==> images/m1.png <==
Scale bar: 20 µm. Cells faint in the background.
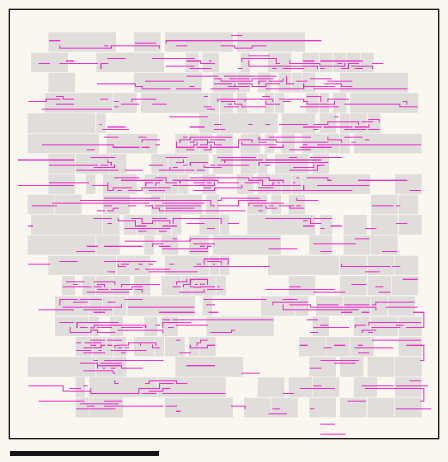
==> images/m2.png <==
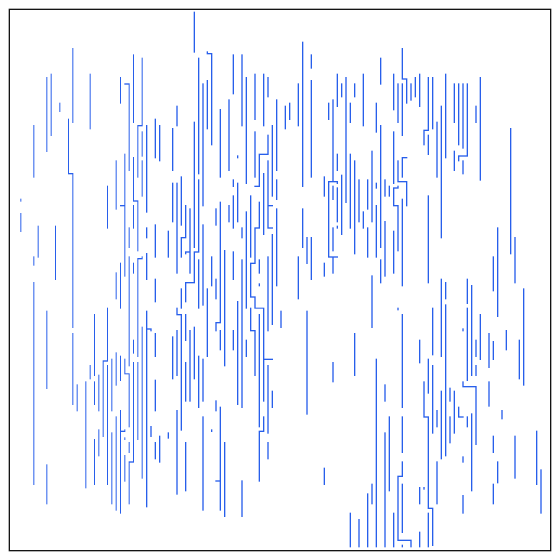
==> images/m3.png <==
Scale bar: 20 µm.
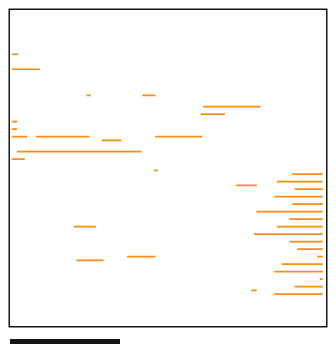
==> images/clock_nets.png <==
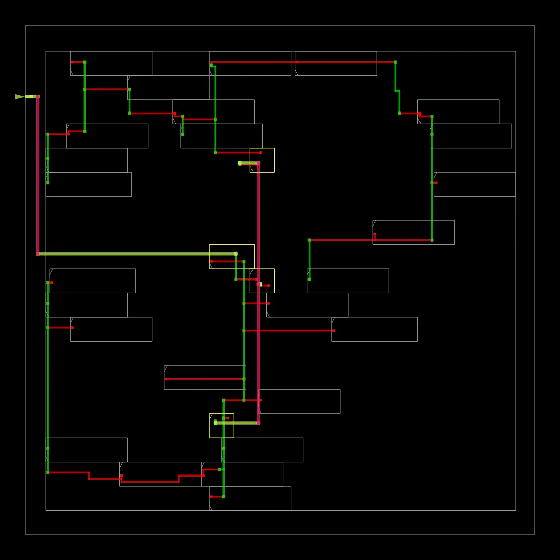
==> images/sizing.png <==
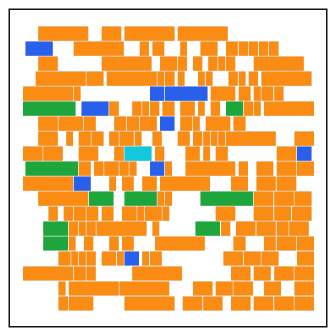
$ cat src/rtl/alarm_pkg.sv
// Types and constants shared by the alarm loader, timekeeper and trigger stages.
// The state encoding is fixed because other stages decode it directly.
package alarm_pkg;

  localparam int unsigned TIME_W   = 6;
  localparam int unsigned HOUR_MAX = 23;
  localparam int unsigned MIN_MAX  = 59;

  typedef enum logic [1:0] {
    IDLE    = 2'd0,
    ARMED   = 2'd1,
    RINGING = 2'd2,
    SNOOZE  = 2'd3
  } alarm_state_e;

  function automatic logic hm_equal(input logic [TIME_W-1:0] a_hour,
                                    input logic [TIME_W-1:0] a_min,
                                    input logic [TIME_W-1:0] b_hour,
                                    input logic [TIME_W-1:0] b_min);
    return (a_hour == b_hour) && (a_min == b_min);
  endfunction

endpackage

$ cat src/rtl/rise_detect.sv
// Registered rising-edge detector: rise_o pulses for one cycle, one edge after d_i goes high.
module rise_detect (
  input  logic clk_i,
  input  logic rst_ni,
  input  logic d_i,
  output logic rise_o
);

  logic prev_d, prev_q;
  logic rise_d, rise_q;

  always_comb begin
    prev_d = d_i;
    rise_d = d_i & ~prev_q;
  end

  always_ff @(posedge clk_i or negedge rst_ni) begin
    if (!rst_ni) begin
      prev_q <= 1'b0;
      rise_q <= 1'b0;
    end else begin
      prev_q <= prev_d;
      rise_q <= rise_d;
    end
  end

  assign rise_o = rise_q;

endmodule

$ cat src/rtl/alarm_trigger.sv
// Alarm decision FSM: rings on the first cycle the time-of-day meets the alarm time,
// then handles stop, snooze and ring timeout in whole seconds of sec_tick.
module alarm_trigger
  import alarm_pkg::*;
#(
  parameter int unsigned RING_TIMEOUT_S = 60,
  parameter int unsigned SNOOZE_S       = 300,
  parameter int unsigned MAX_SNOOZES    = 3
) (
  input  logic                               clock,
  input  logic                               reset,
  input  logic                               sec_tick,
  input  logic                               alarm_en,
  input  logic [TIME_W-1:0]                  alarm_hour,
  input  logic [TIME_W-1:0]                  alarm_min,
  input  logic [TIME_W-1:0]                  time_hour,
  input  logic [TIME_W-1:0]                  time_min,
  input  logic                               snooze,
  input  logic                               stop,
  output logic                               ring,
  output logic                               snoozing,
  output logic [$clog2(MAX_SNOOZES+1)-1:0]   snoozes_left
);

  localparam int unsigned RingW   = (RING_TIMEOUT_S > 1) ? $clog2(RING_TIMEOUT_S) : 1;
  localparam int unsigned SnzCntW = $clog2(SNOOZE_S + 1);
  localparam int unsigned LeftW   = $clog2(MAX_SNOOZES + 1);

  localparam logic [RingW-1:0]   RingLast = RingW'(RING_TIMEOUT_S - 1);
  localparam logic [SnzCntW-1:0] SnzLoad  = SnzCntW'(SNOOZE_S);
  localparam logic [SnzCntW-1:0] SnzLast  = SnzCntW'(1);
  localparam logic [LeftW-1:0]   LeftLoad = LeftW'(MAX_SNOOZES);

  alarm_state_e       state_d, state_q;
  logic [RingW-1:0]   ring_cnt_d, ring_cnt_q;
  logic [SnzCntW-1:0] snz_cnt_d, snz_cnt_q;
  logic [LeftW-1:0]   left_d, left_q;
  logic               match, match_d, match_q;
  logic               ring_d, ring_q;
  logic               snoozing_d, snoozing_q;
  logic               fire;
  logic               snooze_rise, stop_rise;

  rise_detect u_snooze_rise (
    .clk_i  (clock),
    .rst_ni (reset),
    .d_i    (snooze),
    .rise_o (snooze_rise)
  );

  rise_detect u_stop_rise (
    .clk_i  (clock),
    .rst_ni (reset),
    .d_i    (stop),
    .rise_o (stop_rise)
  );

  assign match = hm_equal(time_hour, time_min, alarm_hour, alarm_min);
  // Only the first cycle of a matching minute fires; match_q resets high so 00:00 is quiet.
  assign fire  = match && !match_q;

  always_comb begin
    state_d    = state_q;
    ring_cnt_d = ring_cnt_q;
    snz_cnt_d  = snz_cnt_q;
    left_d     = left_q;
    match_d    = match;

    if (!alarm_en) begin
      state_d    = IDLE;
      ring_cnt_d = '0;
      snz_cnt_d  = '0;
      left_d     = LeftLoad;
    end else begin
      unique case (state_q)
        IDLE: begin
          state_d = ARMED;
        end
        ARMED: begin
          if (fire) begin
            state_d    = RINGING;
            ring_cnt_d = '0;
          end
        end
        RINGING: begin
          // Buttons take priority over a coincident tick; stop beats snooze.
          if (stop_rise) begin
            state_d    = ARMED;
            ring_cnt_d = '0;
            left_d     = LeftLoad;
          end else if (snooze_rise && (left_q != '0)) begin
            state_d    = SNOOZE;
            snz_cnt_d  = SnzLoad;
            left_d     = left_q - 1'b1;
          end else if (sec_tick) begin
            if (ring_cnt_q == RingLast) begin
              state_d    = ARMED;
              ring_cnt_d = '0;
              left_d     = LeftLoad;
            end else begin
              ring_cnt_d = ring_cnt_q + 1'b1;
            end
          end
        end
        SNOOZE: begin
          if (stop_rise) begin
            state_d   = ARMED;
            snz_cnt_d = '0;
            left_d    = LeftLoad;
          end else if (sec_tick) begin
            if (snz_cnt_q == SnzLast) begin
              state_d    = RINGING;
              snz_cnt_d  = '0;
              ring_cnt_d = '0;
            end else begin
              snz_cnt_d = snz_cnt_q - 1'b1;
            end
          end
        end
        default: begin
          state_d = IDLE;
        end
      endcase
    end

    ring_d     = (state_d == RINGING);
    snoozing_d = (state_d == SNOOZE);
  end

  always_ff @(posedge clock or negedge reset) begin
    if (!reset) begin
      state_q    <= IDLE;
      ring_cnt_q <= '0;
      snz_cnt_q  <= '0;
      left_q     <= LeftLoad;
      match_q    <= 1'b1;
      ring_q     <= 1'b0;
      snoozing_q <= 1'b0;
    end else begin
      state_q    <= state_d;
      ring_cnt_q <= ring_cnt_d;
      snz_cnt_q  <= snz_cnt_d;
      left_q     <= left_d;
      match_q    <= match_d;
      ring_q     <= ring_d;
      snoozing_q <= snoozing_d;
    end
  end

  assign ring         = ring_q;
  assign snoozing     = snoozing_q;
  assign snoozes_left = left_q;

endmodule
$ cat config.mk
export PLATFORM = sky130hd
export DESIGN_NAME = alarm_trigger
export DESIGN_NICKNAME = d
export VERILOG_FILES = /design/src/rtl/alarm_pkg.sv /design/src/rtl/rise_detect.sv /design/src/rtl/alarm_trigger.sv
export SDC_FILE = /design/constraint.sdc
export NUM_CORES = 1
export LEC_CHECK = 0
export CAP_MARGIN = 20
export CORE_MARGIN = 2
export CORE_UTILIZATION = 54
export DETAILED_ROUTE_END_ITERATION = 6
export PLACE_DENSITY_LB_ADDON = 0.1
export SETUP_SLACK_MARGIN = 0.3
export SLEW_MARGIN = 10
export SYNTH_ARGS = -nofsm -noshare
export SYNTH_HDL_FRONTEND = slang
export SYNTH_HIERARCHICAL = 1
export SYNTH_SLANG_ARGS = --single-unit
$ cat constraint.sdc
create_clock -name clock -period 3.3 [get_ports clock]
set_input_delay 0.99 -clock clock [delete_from_list [all_inputs] [get_ports clock]]
set_output_delay 0.99 -clock clock [all_outputs]
set_load 0.05 [all_outputs]
==> results_dict.tcl <==
# yosys + openroad results
set metrics [dict create \
    critPathKind "in -> reg" \
    wl_per_cell_um 14.4 \
    htreeDepth 1 \
    grt_pass1_vias 1379 \
    cts_buffer_depth 2 \
    chipArea_mm2 0.00329 \
    intPower_uw 455 \
    via_per_inst 5.85 \
    place_hpwl_mm 2.53 \
    netSwitchingPower_uw 152 \
    chipHeight_um 57.3 \
    utilization 0.709 \
    worst-path-buf-inv 1 \
    cpPeakStageDelay_ps 500 \
    whs_path_depth 1 \
    final_cells 231 \
    yosys.area.top_type "dfrtp_1" \
    status "complete, no violations" \
    power.density_mw_per_mm2 313 \
    final_area_mm2 0.00194 \
    r2r_start "snz_cnt_q[1]" \
    top_layer "met4" \
    ys_cells 165 \
    rsz0062_at_grt "no" \
    reg2reg_slack_ps 1020 \
    cts-root-buf "clkbuf_4" \
    swShare 0.250 \
    fmax_mhz 373 \
    start_kind "input pin" \
    drt_pass1_iterations 4 \
    grt_pass1_wl_mm 5.95 \
    setup_viol_count_final 0 \
    power_leakage_uw 0.000782 \
    num-multi-input-gates 127 \
    synth_flops 26 \
]
## Picture notes: m1.png
share of all routed wire: 43%
main direction: horizontal
nets with wire on the layer: 208
longest straight run: 20.7 µm
via count: 1351
met1 Resource Use GR: 0.302
drt total wl: 3.32 mm

## Picture notes: m2.png
wire length on this layer: 1620 µm
main direction: vertical
nets with wire on the layer: 202
longest straight run: 21.4 µm
share of all routed wire: 49%
grt met2 use: 0.379

## Picture notes: m3.png
longest straight run: 22.3 µm
main direction: horizontal
wire length on this layer: 199 µm
nets with wire on the layer: 32
met3 usage: 0.0408

## Picture notes: clock_nets.png
Final Skew: 5.47 ps
worst skew pair latency: 330 ps

## Picture notes: sizing.png
| size | colour | cells | share |
|---|---|---|---|
| x2 | green | 9 | 4.5% |
| x3 and x4 | blue | 9 | 4.5% |
| x1 and smaller | orange | 181 | 91% |
| x6 and larger | cyan | 1 | 0.50% |
post-route setup slack: 618 ps
P&R area growth vs syn: 26.3%

logic make-up after synthesis:
family                   synth area share
AND/OR/NAND/NOR                     0.259
AND-OR/OR-AND                       0.183
flip-flops                          0.426
XOR/XNOR                           0.0685
buffers and inverters              0.0302
adder cells (fa/ha/maj)            0.0326
sequential cells by signal, indices dropped and copies added (netlist names):
| register | flops |
|---|---|
| ring_cnt_q | 6 |
| u_snooze_rise/rise_o | 1 |
| snz_cnt_q | 9 |
| state_q | 2 |
| u_stop_rise/prev_q | 1 |
| snoozing | 1 |
| snoozes_left | 2 |
| ring | 1 |
| match_q | 1 |
| u_snooze_rise/prev_q | 1 |
| u_stop_rise/rise_o | 1 |
